## config.mk

```make
export PLATFORM = sky130hd
export DESIGN_NAME = morse_char_streamer
export DESIGN_NICKNAME = d
export VERILOG_FILES = /design/src/rtl/morse_pkg.sv /design/src/rtl/morse_slot_decoder.sv /design/src/rtl/morse_char_streamer.sv
export SDC_FILE = /design/constraint.sdc
export NUM_CORES = 1
export LEC_CHECK = 0
export CAP_MARGIN = 20
export CORE_ASPECT_RATIO = 1.2
export CORE_MARGIN = 8
export CORE_UTILIZATION = 35
export CTS_BUF_LIST = sky130_fd_sc_hd__clkbuf_4
export CTS_CLUSTER_DIAMETER = 150
export CTS_CLUSTER_SIZE = 16
export DETAILED_ROUTE_END_ITERATION = 8
export SLEW_MARGIN = 20
export SYNTH_ARGS = -nofsm -noshare
export SYNTH_HDL_FRONTEND = slang
export SYNTH_SLANG_ARGS = --single-unit
export TNS_END_PERCENT = 30
```

## constraint.sdc

```tcl
create_clock -name Clk -period 6.7 [get_ports Clk]
set_clock_uncertainty 0.05 [all_clocks]
set_input_delay 1.675 -clock Clk [delete_from_list [all_inputs] [get_ports Clk]]
set_output_delay 1.675 -clock Clk [all_outputs]
set_load 0.03 [all_outputs]
```

## src/rtl/morse_pkg.sv

```systemverilog
// -----------------------------------------------------------------------------
// morse_pkg
// Shared definitions for the Morse character streamer: slot geometry, symbol
// encodings, special slot values, ASCII constants, the streamer state enum and
// the dot/dash pattern to ASCII lookup.
// No ports (package).
// -----------------------------------------------------------------------------
package morse_pkg;

   localparam int SLOT_W    = 10;
   localparam int NUM_SLOTS = 16;
   localparam int SEQ_W     = SLOT_W * NUM_SLOTS;

   localparam logic [1:0] SYM_DOT   = 2'b00;
   localparam logic [1:0] SYM_DASH  = 2'b01;
   localparam logic [1:0] SYM_SPACE = 2'b10;
   localparam logic [1:0] SYM_PAD   = 2'b11;

   localparam logic [SLOT_W-1:0] EMPTY_SLOT = 10'h3FF;
   localparam logic [SLOT_W-1:0] SPACE_SLOT = 10'h2FF;

   localparam logic [7:0] ASCII_SPACE   = 8'h20;
   localparam logic [7:0] ASCII_UNKNOWN = 8'h3F;

   typedef enum logic [1:0] {
      ST_IDLE,
      ST_SCAN,
      ST_EMIT,
      ST_DONE
   } state_e;

   // Maps a slot holding 1-5 dot/dash symbols followed only by pads to ASCII.
   // The pattern is keyed as {length, symbols}, first symbol in the MSB of the
   // 5-bit field, dash = 1, unused low bits 0. Anything malformed or not in the
   // table yields '?'.
   function automatic logic [7:0] morse_lookup(input logic [SLOT_W-1:0] slot);
      logic [2:0] len;
      logic [4:0] pat;
      logic       ok;
      logic       seen_pad;
      logic [1:0] sym;
      logic [7:0] res;
      len      = 3'd0;
      pat      = 5'd0;
      ok       = 1'b1;
      seen_pad = 1'b0;
      for (int i = 0; i < 5; i++) begin
         sym = slot[SLOT_W-1-2*i -: 2];
         if (sym == SYM_PAD) begin
            seen_pad = 1'b1;
         end else if (sym == SYM_SPACE || seen_pad) begin
            ok = 1'b0;
         end else begin
            pat[4-i] = sym[0];
            len      = len + 3'd1;
         end
      end
      if (len == 3'd0) ok = 1'b0;
      res = ASCII_UNKNOWN;
      if (ok) begin
         case ({len, pat})
            {3'd2, 5'b01000}: res = 8'h41; // A .-
            {3'd4, 5'b10000}: res = 8'h42; // B -...
            {3'd4, 5'b10100}: res = 8'h43; // C -.-.
            {3'd3, 5'b10000}: res = 8'h44; // D -..
            {3'd1, 5'b00000}: res = 8'h45; // E .
            {3'd4, 5'b00100}: res = 8'h46; // F ..-.
            {3'd3, 5'b11000}: res = 8'h47; // G --.
            {3'd4, 5'b00000}: res = 8'h48; // H ....
            {3'd2, 5'b00000}: res = 8'h49; // I ..
            {3'd4, 5'b01110}: res = 8'h4A; // J .---
            {3'd3, 5'b10100}: res = 8'h4B; // K -.-
            {3'd4, 5'b01000}: res = 8'h4C; // L .-..
            {3'd2, 5'b11000}: res = 8'h4D; // M --
            {3'd2, 5'b10000}: res = 8'h4E; // N -.
            {3'd3, 5'b11100}: res = 8'h4F; // O ---
            {3'd4, 5'b01100}: res = 8'h50; // P .--.
            {3'd4, 5'b11010}: res = 8'h51; // Q --.-
            {3'd3, 5'b01000}: res = 8'h52; // R .-.
            {3'd3, 5'b00000}: res = 8'h53; // S ...
            {3'd1, 5'b10000}: res = 8'h54; // T -
            {3'd3, 5'b00100}: res = 8'h55; // U ..-
            {3'd4, 5'b00010}: res = 8'h56; // V ...-
            {3'd3, 5'b01100}: res = 8'h57; // W .--
            {3'd4, 5'b10010}: res = 8'h58; // X -..-
            {3'd4, 5'b10110}: res = 8'h59; // Y -.--
            {3'd4, 5'b11000}: res = 8'h5A; // Z --..
            {3'd5, 5'b11111}: res = 8'h30; // 0
            {3'd5, 5'b01111}: res = 8'h31; // 1
            {3'd5, 5'b00111}: res = 8'h32; // 2
            {3'd5, 5'b00011}: res = 8'h33; // 3
            {3'd5, 5'b00001}: res = 8'h34; // 4
            {3'd5, 5'b00000}: res = 8'h35; // 5
            {3'd5, 5'b10000}: res = 8'h36; // 6
            {3'd5, 5'b11000}: res = 8'h37; // 7
            {3'd5, 5'b11100}: res = 8'h38; // 8
            {3'd5, 5'b11110}: res = 8'h39; // 9
            default:          res = ASCII_UNKNOWN;
         endcase
      end
      return res;
   endfunction

endpackage

```

## src/rtl/morse_slot_decoder.sv

```systemverilog
// -----------------------------------------------------------------------------
// morse_slot_decoder
// Combinational classification of one 10-bit sequence slot.
// Ports:
//   slot_i  [9:0] in  : five 2-bit symbols, first symbol in [9:8]
//   char_o  [7:0] out : ASCII for the slot (don't care when empty_o)
//   empty_o       out : slot is all pads and produces no character
// -----------------------------------------------------------------------------
module morse_slot_decoder
   import morse_pkg::*;
(
   input  logic [SLOT_W-1:0] slot_i,
   output logic [7:0]        char_o,
   output logic              empty_o
);

   always_comb begin
      empty_o = (slot_i == EMPTY_SLOT);
      if (slot_i == EMPTY_SLOT) begin
         char_o = 8'h00;
      end else if (slot_i == SPACE_SLOT) begin
         char_o = ASCII_SPACE;
      end else begin
         char_o = morse_lookup(slot_i);
      end
   end

endmodule

```

## src/rtl/morse_char_streamer.sv

```systemverilog
// -----------------------------------------------------------------------------
// morse_char_streamer
// Captures a 16-slot Morse sequence on Start and streams one ASCII character
// per non-empty slot over a valid/ready handshake, then pulses Done.
// Ports:
//   Clk              in  : rising-edge clock
//   Reset_n          in  : synchronous active-low reset
//   Start            in  : capture Sequence and begin streaming (IDLE only)
//   Abort            in  : return to IDLE immediately, no Done
//   Sequence [159:0] in  : slot k = Sequence[159-10k -: 10]
//   Ready            in  : downstream accepts Char this cycle
//   CharValid        out : Char holds a character
//   Char     [7:0]   out : ASCII code
//   Busy             out : state is not IDLE
//   Done             out : one-cycle end-of-stream pulse
//   CharCount [4:0]  out : characters accepted in the current/last stream
// -----------------------------------------------------------------------------
module morse_char_streamer
   import morse_pkg::*;
(
   input  logic             Clk,
   input  logic             Reset_n,
   input  logic             Start,
   input  logic             Abort,
   input  logic [SEQ_W-1:0] Sequence,
   input  logic             Ready,
   output logic             CharValid,
   output logic [7:0]       Char,
   output logic             Busy,
   output logic             Done,
   output logic [4:0]       CharCount
);

   state_e            state_q;
   logic [3:0]        idx_q;
   logic [SEQ_W-1:0]  shadow_q;
   logic [7:0]        char_q;
   logic              valid_q;
   logic              done_q;
   logic [4:0]        count_q;

   logic [3:0]        rev_idx;
   logic [SLOT_W-1:0] cur_slot;
   logic [7:0]        dec_char;
   logic              dec_empty;

   // Slot 0 lives in the most significant bits of the shadow register.
   assign rev_idx  = 4'(NUM_SLOTS - 1) - idx_q;
   assign cur_slot = shadow_q[rev_idx*SLOT_W +: SLOT_W];

   morse_slot_decoder u_dec (
      .slot_i  (cur_slot),
      .char_o  (dec_char),
      .empty_o (dec_empty)
   );

   always_ff @(posedge Clk) begin
      if (!Reset_n) begin
         state_q  <= ST_IDLE;
         idx_q    <= 4'd0;
         shadow_q <= '1;
         char_q   <= 8'h00;
         valid_q  <= 1'b0;
         done_q   <= 1'b0;
         count_q  <= 5'd0;
      end else if (Abort) begin
         // Count and Char are deliberately left as they are.
         state_q <= ST_IDLE;
         valid_q <= 1'b0;
         done_q  <= 1'b0;
      end else begin
         case (state_q)
            ST_IDLE: begin
               done_q <= 1'b0;
               if (Start) begin
                  shadow_q <= Sequence;
                  idx_q    <= 4'd0;
                  count_q  <= 5'd0;
                  state_q  <= ST_SCAN;
               end
            end
            ST_SCAN: begin
               if (dec_empty) begin
                  if (idx_q == 4'(NUM_SLOTS - 1)) begin
                     state_q <= ST_DONE;
                     done_q  <= 1'b1;
                  end else begin
                     idx_q <= idx_q + 4'd1;
                  end
               end else begin
                  char_q  <= dec_char;
                  valid_q <= 1'b1;
                  state_q <= ST_EMIT;
               end
            end
            ST_EMIT: begin
               if (Ready) begin
                  count_q <= count_q + 5'd1;
                  valid_q <= 1'b0;
                  if (idx_q == 4'(NUM_SLOTS - 1)) begin
                     state_q <= ST_DONE;
                     done_q  <= 1'b1;
                  end else begin
                     idx_q   <= idx_q + 4'd1;
                     state_q <= ST_SCAN;
                  end
               end
            end
            ST_DONE: begin
               done_q  <= 1'b0;
               state_q <= ST_IDLE;
            end
            default: begin
               state_q <= ST_IDLE;
               valid_q <= 1'b0;
               done_q  <= 1'b0;
            end
         endcase
      end
   end

   assign CharValid = valid_q;
   assign Char      = char_q;
   assign Busy      = (state_q != ST_IDLE);
   assign Done      = done_q;
   assign CharCount = count_q;

endmodule
```

**Run 1: routed metal, one color a layer**

Scale bar: 50 µm.
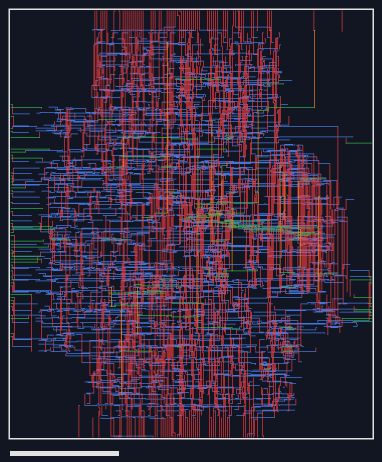
Key: met3 = green [wire length 1040 µm]; met1 = blue [wire length 13700 µm]; met4 = orange [wire length 598 µm]; met2 = red [wire length 16200 µm]
final WL: 31500 µm
via count: 8729
gr usage total: 18.7%

**Run 1: register map, names as in the netlist**

Scale bar: 50 µm. Other sequential cells in the stronger gray, the rest of the logic in the fainter gray.
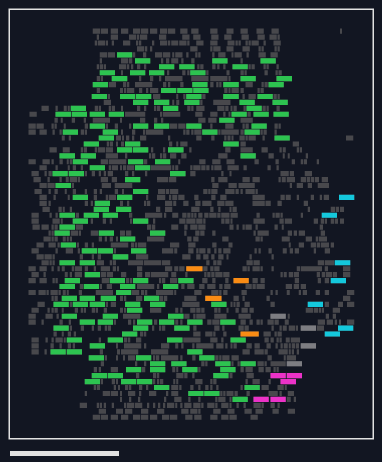
Key: CharCount = magenta [placed flops 5, where south-east]; idx_q = orange [placed flops 4]; shadow_q = green [placed flops 160]; Char = cyan [placed flops 7]
Another 4 sequential cells are not colored.
Seq. pwr: 1.19 mW
final core occ: 43.5%
Seq/total area: 30.9%
register area: 3610 µm²

==> results.cfg, run 1 <==
; implementation run metrics
[status]
status = finished clean

[cells_and_area]
buffers = 193
layout.nets = 1460
drive_above_1_share_pct = 10.2
comb_cells = 885
n_fill_cell = 2672
final-comb-area_um2 = 5370
n_all_inverters = 9
clkCellAreaFrac_pct = 2.67

[drt]
wl_per_cell_um = 19.2
drt_iter0_drc = 639

[clocking]
postCtsSetupBuffers = 0
cts_max_level = 4
root_buffer = clkbuf_4
clockBufferDepth = 2
cts_buffers = 17

[place]
dpl.hpwl_um = 23900
pre_cts_slack_ns = 0.454

[final_timing]
finalClockPeriodUsage_pct = 92.8
max_slew_margin_pct = 36.9
worst_slew_pin_slew_ns = 0.937
setup_viol = 0
rsz0062_at_grt = false

[synthesis]
syn_avg_cell_area_um2 = 8.20
area_leaders = dfxtp_1 38%, nand2_1 14%, nand3_1 9.6%
ys_types = 92
yosys.cell_count.top_type = nand2_1
syn-instance-count = 1152
synthArstFlopShare_pct = 0
synth-seq-area-share_pct = 38.1
synthFlopType = dfxtp_1
ys_cells = 1152
synth_warnings = 0

[floorplan]
rows = 66
die-height_um = 196

[critical_path]
crit_path_end_kind = register
cp_num_buf_inv = 2
worst_setup_path_start_kind = register
cpMaxStageDelayCell = dfxtp_2
cp_top_family = multiplexers
r2r.worst_path.cells = 24
worst_ep_arrival_time_ns = 6.66

[power]
leakagePower_nw = 4.64
power_frac_clock_pct = 27.7
p_per_area_nw_per_um2 = 200
peakVddDrop_v = 0.000120

[global_routing]
antenna_found_initial = 1
grt_pass1_vias = 8535

[run]
cap_violations = 0

[worst_hold_path]
whs_path_depth = 2
**Run 1: wires at chosen ports, followed through buffers**

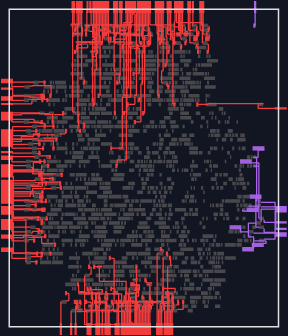
Key: Sequence = red [bits 160, direction input, end cells 160, buffers 160, wire 4820 µm]; Char = purple [bits 8, direction output, end cells 8, buffers 7, wire 289 µm]
I/O Pins: 181
IO Port Bufs: 179

run 1: registers in the layout, summed over array words and instances (netlist names):
name       cells
CharValid      1
idx_q          4
CharCount      5
Done           1
state_q        2
shadow_q     160
Char           7
run 1: power groups by stage:
stage	clock [mW]	combinational, mW	sequential (mW)
global route	0.708	0.539	1.20
CTS	0.668	0.492	1.19
finish	0.647	0.490	1.19
floorplan	0	0.301	1.20
global placement	0	0.487	1.22
detailed placement	0	0.490	1.22
run 1: logic make-up (layout without fill, tap and decap cells):
kind of cell	Yosys count	after routing	share of synthesized area (%)
AND/OR/NAND/NOR	663	663	31.6
flip-flops	180	180	38.1
AND-OR/OR-AND	122	122	10.0
buffers and inverters	87	234	5.16
multiplexers	84	84	13.1
adder cells (fa/ha/maj)	9	9	1.19
XOR/XNOR	6	6	0.715
other	1	2	0.0397
run 1: final timing paths:
| kind | start | endpoint |
|---|---|---|
| worst max-delay path | idx_q[1] | Char[4] |
| worst max register to register | idx_q[1] | Char[4] |
| worst min register to register | shadow_q[131] | shadow_q[131] |
| worst min-delay path | shadow_q[131] | shadow_q[131] |
run 1: tightest hold or removal path, stage by stage (launching register included):
cell     delay [ns]
dfxtp_1        0.34
nand2_1        0.05
nand3_1        0.06
run 1: metal layers:
layer | wire length [µm] | part of all wire [%] | up-vias | track usage, %
met4 | 597 | 1.9 | 0 | 5.70
li1 | - | - | 4300 | -
met2 | 16200 | 51 | 215 | 33.3
met5 | 0 | 0 | - | 0
met3 | 1040 | 3.3 | 42 | 2.49
met1 | 13700 | 43 | 4172 | 23.2
run 1: per-stage QoR:
step	hold WS (ns)	area [µm²]	std cells
after global routing	0.443	11700	1640
after global placement	0.395	11400	1607
after CTS	0.431	11700	1639
final	0.427	11700	1640
after floorplan	0.382	9450	1152
after detailed placement	0.402	11400	1607
**Run 1: cells by drive strength**

Scale bar: 50 µm.
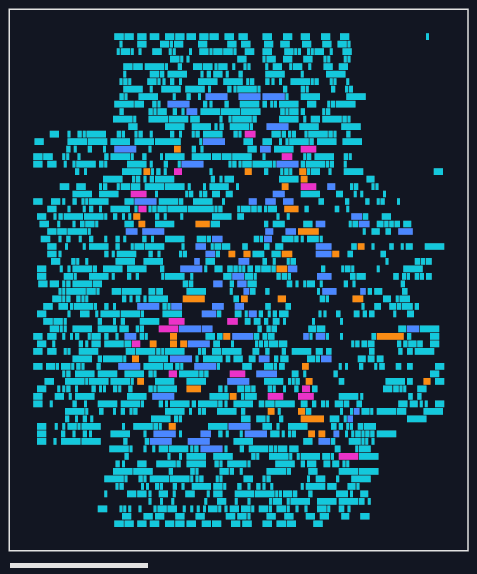

==> run 2: changes to the inputs <==
--- a/config.mk
+++ b/config.mk
@@ -13,6 +13,7 @@
 export CTS_CLUSTER_DIAMETER = 150
 export CTS_CLUSTER_SIZE = 16
 export DETAILED_ROUTE_END_ITERATION = 8
+export PLACE_DENSITY = 0.64
 export SLEW_MARGIN = 20
 export SYNTH_ARGS = -nofsm -noshare
 export SYNTH_HDL_FRONTEND = slang
**Run 2: cells by drive strength**

Scale bar: 50 µm.
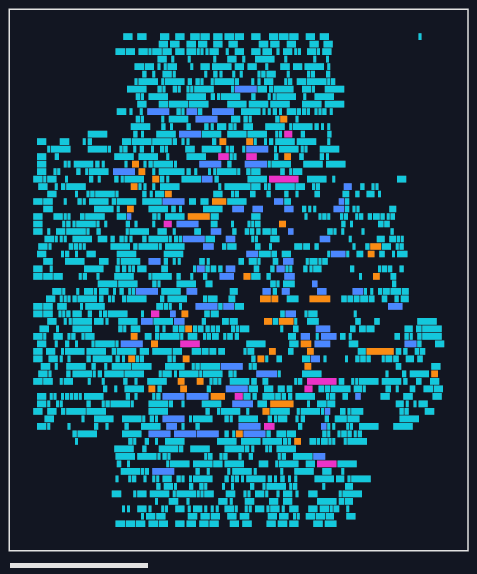
Key: drive 6 and up = magenta [cells 12, share 0.92%]; drive 1 or less = cyan [cells 1168, share 90%]; drive 2 = blue [cells 75, share 5.8%]; drive 3 to 4 = orange [cells 44, share 3.4%]
Signal buffers: 193
design area: 11700 µm²
Layout area overhead: 23.3%
Final WS setup: 0.540 ns

**Run 2: routed metal, one color a layer**

Scale bar: 50 µm.
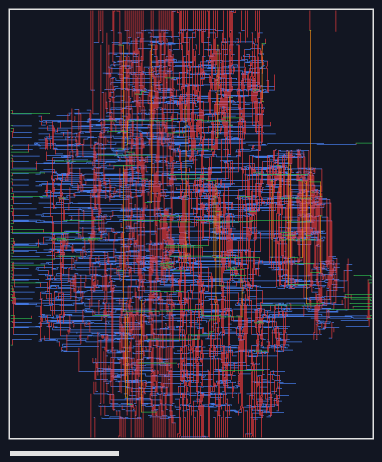
Key: met4 = orange [wire length 984 µm]; met1 = blue [wire length 13400 µm]; met3 = green [wire length 1140 µm]; met2 = red [wire length 15600 µm]
gr usage total: 18.6%
DR WL/cell: 18.9 µm
final WL: 31100 µm
via count: 8802

==> run 2 against run 1 <==
Net effect:
- sequential power hardly changed
- global-route usage is 0.13 points lower
- combinational power is 1% higher
- setup slack better by 0.059 ns
- maximum frequency is 0.96% higher
- critical path depth stayed put
- cell area is 0.18% lower
- hold slack worse by 0.0033 ns
- largest power group unchanged
==> results.cfg, run 2 <==
; implementation run metrics
[critical_path]
worst_setup_path_start_kind = register
crit_end = Char[4]
worst_ep_arrival_time_ns = 6.60
timing.rr.end = Char[4]
cpMaxStageDelayCell = dfxtp_2
startpoint = idx_q[1]
crit_path_end_kind = register
timing.rr.start = idx_q[1]

[drt]
drt_iter0_drc = 707

[cells_and_area]
regMostFlops = shadow_q
n_fill_cell = 2729
layout.nets = 1460
largest_reg_flops = 160
final_util_pct = 43.4
drive_above_1_share_pct = 10.1

[synthesis]
syn_avg_cell_area_um2 = 8.20
synth_warnings = 0
synthArstFlopShare_pct = 0
ys_cells = 1152
area_leaders = dfxtp_1 38%, nand2_1 14%, nand3_1 9.6%
syn-instance-count = 1152
ys_types = 92
synthFlopType = dfxtp_1
yosys.cell_count.top_type = nand2_1

[power]
power_frac_clock_pct = 27.8
p_per_area_nw_per_um2 = 201
peakVddDrop_v = 0.0000923

[clocking]
root_buffer = clkbuf_4
cts_max_level = 4
cts_buffers = 17
postCtsSetupBuffers = 0

[floorplan]
rows = 66

[final_timing]
finalClockPeriodUsage_pct = 91.9
rsz0062_at_grt = false
setup_viol = 0
whs_ns = 0.424
worst_slew_pin_slew_ns = 0.959

[place]
pre_cts_slack_ns = 0.563
place_area_um2 = 11400
dpl.hpwl_um = 23600
dp.cells = 1607

[worst_hold_path]
holdPathEnd = shadow_q[39]
min_from = shadow_q[39]

[global_routing]
grt_pass1_vias = 8861
antenna_found_initial = 2

[status]
status = finished clean

[run]
cap_violations = 0
-- run 2: power groups by stage --
stage | Sequential (mW) | Combinational [mW] | Clock [mW]
after detailed placement | 1.22 | 0.495 | 0
after global routing | 1.20 | 0.544 | 0.706
after floorplan | 1.20 | 0.301 | 0
after CTS | 1.19 | 0.497 | 0.666
final | 1.19 | 0.495 | 0.651
after global placement | 1.22 | 0.490 | 0
-- run 2: layout make-up --
cell class	count	area (µm²)	share of cell area (%)
antenna	2	5.00	0.0430
inverter	9	33.8	0.290
multi-input combinational	885	5360	46.0
sequential	180	3610	31.0
clock inverter	14	161	1.39
timing repair buffer	193	1920	16.5
tap	340	425	3.65
clock buffer	18	135	1.16
-- run 2: cell families after synthesis --
group,after synthesis,share of synthesized area (%)
multiplexers,84,13.1
adder cells (fa/ha/maj),9,1.19
buffers and inverters,87,5.16
XOR/XNOR,6,0.715
AND-OR/OR-AND,122,10.0
other,1,0.0397
flip-flops,180,38.1
AND/OR/NAND/NOR,663,31.6
-- run 2: metal layers --
| layer | share of wire (%) | global-route usage (%) | up-vias | wire (µm) |
|---|---|---|---|---|
| li1 | - | - | 4296 | - |
| met1 | 43 | 22.3 | 4213 | 13400 |
| met2 | 50 | 32.8 | 241 | 15600 |
| met3 | 3.7 | 2.96 | 52 | 1140 |
| met4 | 3.2 | 7.48 | 0 | 983 |
| met5 | 0 | 0 | - | 0 |
-- run 2: critical path: cells and delay by family (launching register included) --
kind | cells | cell delay [ns]
AND/OR/NAND/NOR | 8 | 1.23
flip-flops | 1 | 0.75
buffers and inverters | 2 | 0.39
multiplexers | 5 | 1.46
AND-OR/OR-AND | 5 | 1.05
adder cells (fa/ha/maj) | 4 | 1.13
**Run 2: wires at chosen ports, followed through buffers**

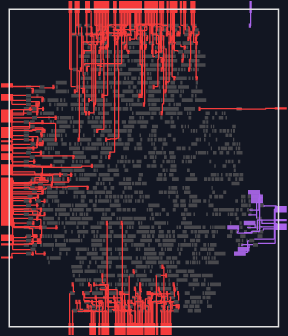

==> run 3: changes to the inputs <==
--- a/config.mk
+++ b/config.mk
@@ -8,12 +8,13 @@
 export CAP_MARGIN = 20
 export CORE_ASPECT_RATIO = 1.2
 export CORE_MARGIN = 8
-export CORE_UTILIZATION = 35
+export CORE_UTILIZATION = 51
 export CTS_BUF_LIST = sky130_fd_sc_hd__clkbuf_4
 export CTS_CLUSTER_DIAMETER = 150
 export CTS_CLUSTER_SIZE = 16
 export DETAILED_ROUTE_END_ITERATION = 8
-export PLACE_DENSITY = 0.64
+export DONT_BUFFER_PORTS = 1
+export PLACE_DENSITY = 0.72
 export SLEW_MARGIN = 20
 export SYNTH_ARGS = -nofsm -noshare
 export SYNTH_HDL_FRONTEND = slang
**Run 3: wires at chosen ports, followed through buffers**

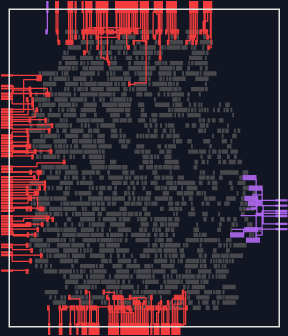
IO Port Bufs: 0

==> run 3 against run 2 <==
Net effect:
- first-iteration DRC count decreased by 12%
- cell area decreased by 17%
- register-to-register slack about the same
- count of clock-buffer cells in the layout decreased by 1
- cell count decreased by 18%
- flip-flop count unchanged
- synthesized area unchanged
- wire length decreased by 13%
- maximum frequency decreased by 0.22%
- global-route usage increased by 4.5 points
- hold slack improved by 0.0031 ns
- critical endpoint is now Char[0]
- largest power group unchanged
- highest routed layer unchanged
==> results.cfg, run 3 <==
; implementation run metrics
[power]
p_per_area_nw_per_um2 = 225

[synthesis]
ys_sh_xor_pct = 0.715
ys_cells = 1152
ys_sh_mux_pct = 13.1
synthAoiAreaFrac_pct = 10.0
yosys.cell_count.top_type = nand2_1
syn_avg_cell_area_um2 = 8.20
syn-instance-count = 1152
synthArstFlopShare_pct = 0
synthFlopType = dfxtp_1
area_leaders = dfxtp_1 38%, nand2_1 14%, nand3_1 9.6%
synth_warnings = 0

[worst_hold_path]
min_from = shadow_q[42]
holdPathEnd = shadow_q[42]

[critical_path]
worst_ep_arrival_time_ns = 6.60
timing.rr.start = idx_q[2]
timing.rr.end = Char[0]
crit_path_end_kind = register

[global_routing]
antenna_found_initial = 1
grt_pass1_vias = 7803

[cells_and_area]
clkCellAreaFrac_pct = 3.02
fin_area_um2 = 9730
n_sequential_cell = 180
n_all_inverters = 9
nClkBuffers = 17
buffers = 14
areaGrowthSynthToFinish_pct = 2.94
comb_cells = 885
dominant-cell-class = logic gates
sh_seq_area_pct = 37.1
largest_reg_flops = 160

[final_timing]
finalWorstSetupSlack_ns = 0.526
setup_viol = 0
rsz0062_at_grt = false
whs_ns = 0.427

[clocking]
root_buffer = clkbuf_4
postCtsSetupBuffers = 0
cts_max_level = 4

[place]
place_area_um2 = 9420
dpl.hpwl_um = 20300
pre_cts_slack_ns = 0.447
dp.cells = 1312

[drt]
wl_met2_um = 13600
wl_per_cell_um = 20.2

[status]
status = finished clean
**Run 3: routed metal, one color a layer**

Scale bar: 50 µm.
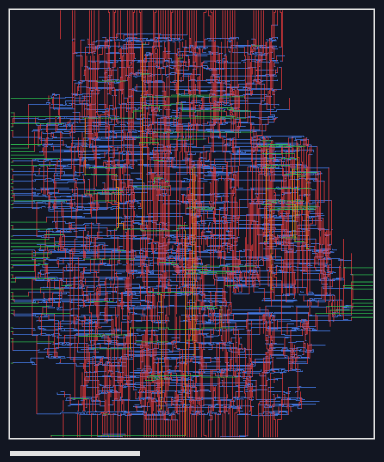
Key: met2 = red [wire length 13600 µm]; met3 = green [wire length 1480 µm]; met1 = blue [wire length 11400 µm]; met4 = orange [wire length 576 µm]
final WL: 27100 µm
via count: 8080
gr usage total: 23.1%

-- run 3: metal layers --
layer | global-route usage, % | vias to the layer above
met5 | 0 | -
met4 | 8.26 | 0
met2 | 39.0 | 242
met1 | 29.2 | 3862
met3 | 4.43 | 33
li1 | - | 3943
-- run 3: worst max-delay path by stage --
stage / start / end / slack, ns
floorplan: idx_q[1] / Char[4] / 1.30
global placement: idx_q[2] / Char[0] / 0.54
detailed placement: idx_q[2] / Char[0] / 0.45
CTS: idx_q[2] / Char[0] / 0.43
global route: idx_q[2] / Char[4] / 0.04
finish: idx_q[2] / Char[0] / 0.53
-- run 3: critical path, stage by stage, from the launching register on --
cell and delay (ns):
dfxtp_4 0.71, buf_4 0.44, mux4_2 0.38, mux2_4 0.30, nand3_2 0.10, and2_1 0.20, nor2b_1 0.16, ha_1 0.27
nor2_1 0.18, nor2_1 0.06, ha_1 0.28, o21ai_1 0.06, a21oi_2 0.27, ha_1 0.29, mux2_2 0.27, ha_1 0.27
inv_1 0.03, mux2i_1 0.25, a22o_2 0.33, nor4_1 0.09, a311o_1 0.39, a21o_1 0.17, nor4_1 0.33, a41oi_1 0.15
-- run 3: report_power, final --
part,switching (mW),internal [mW],total [mW]
Sequential,0.0544,1.15,1.20
Clock,0.423,0.202,0.626
Combinational,0.216,0.142,0.358
Total,0.694,1.49,2.18
-- run 3: metrics by stage --
step	total power, mW	util [%]
floorplan	1.50	-
global placement	1.58	51.8
detailed placement	1.58	51.8
CTS	2.20	53.4
global route	2.29	53.5
finish	2.18	53.5
-- run 3: timing repair --
item,CTS,global route
resized,0,1
setup endpoints to repair,0,1
hold buffers,0,0
Power is estimated from default activity; no workload was simulated.
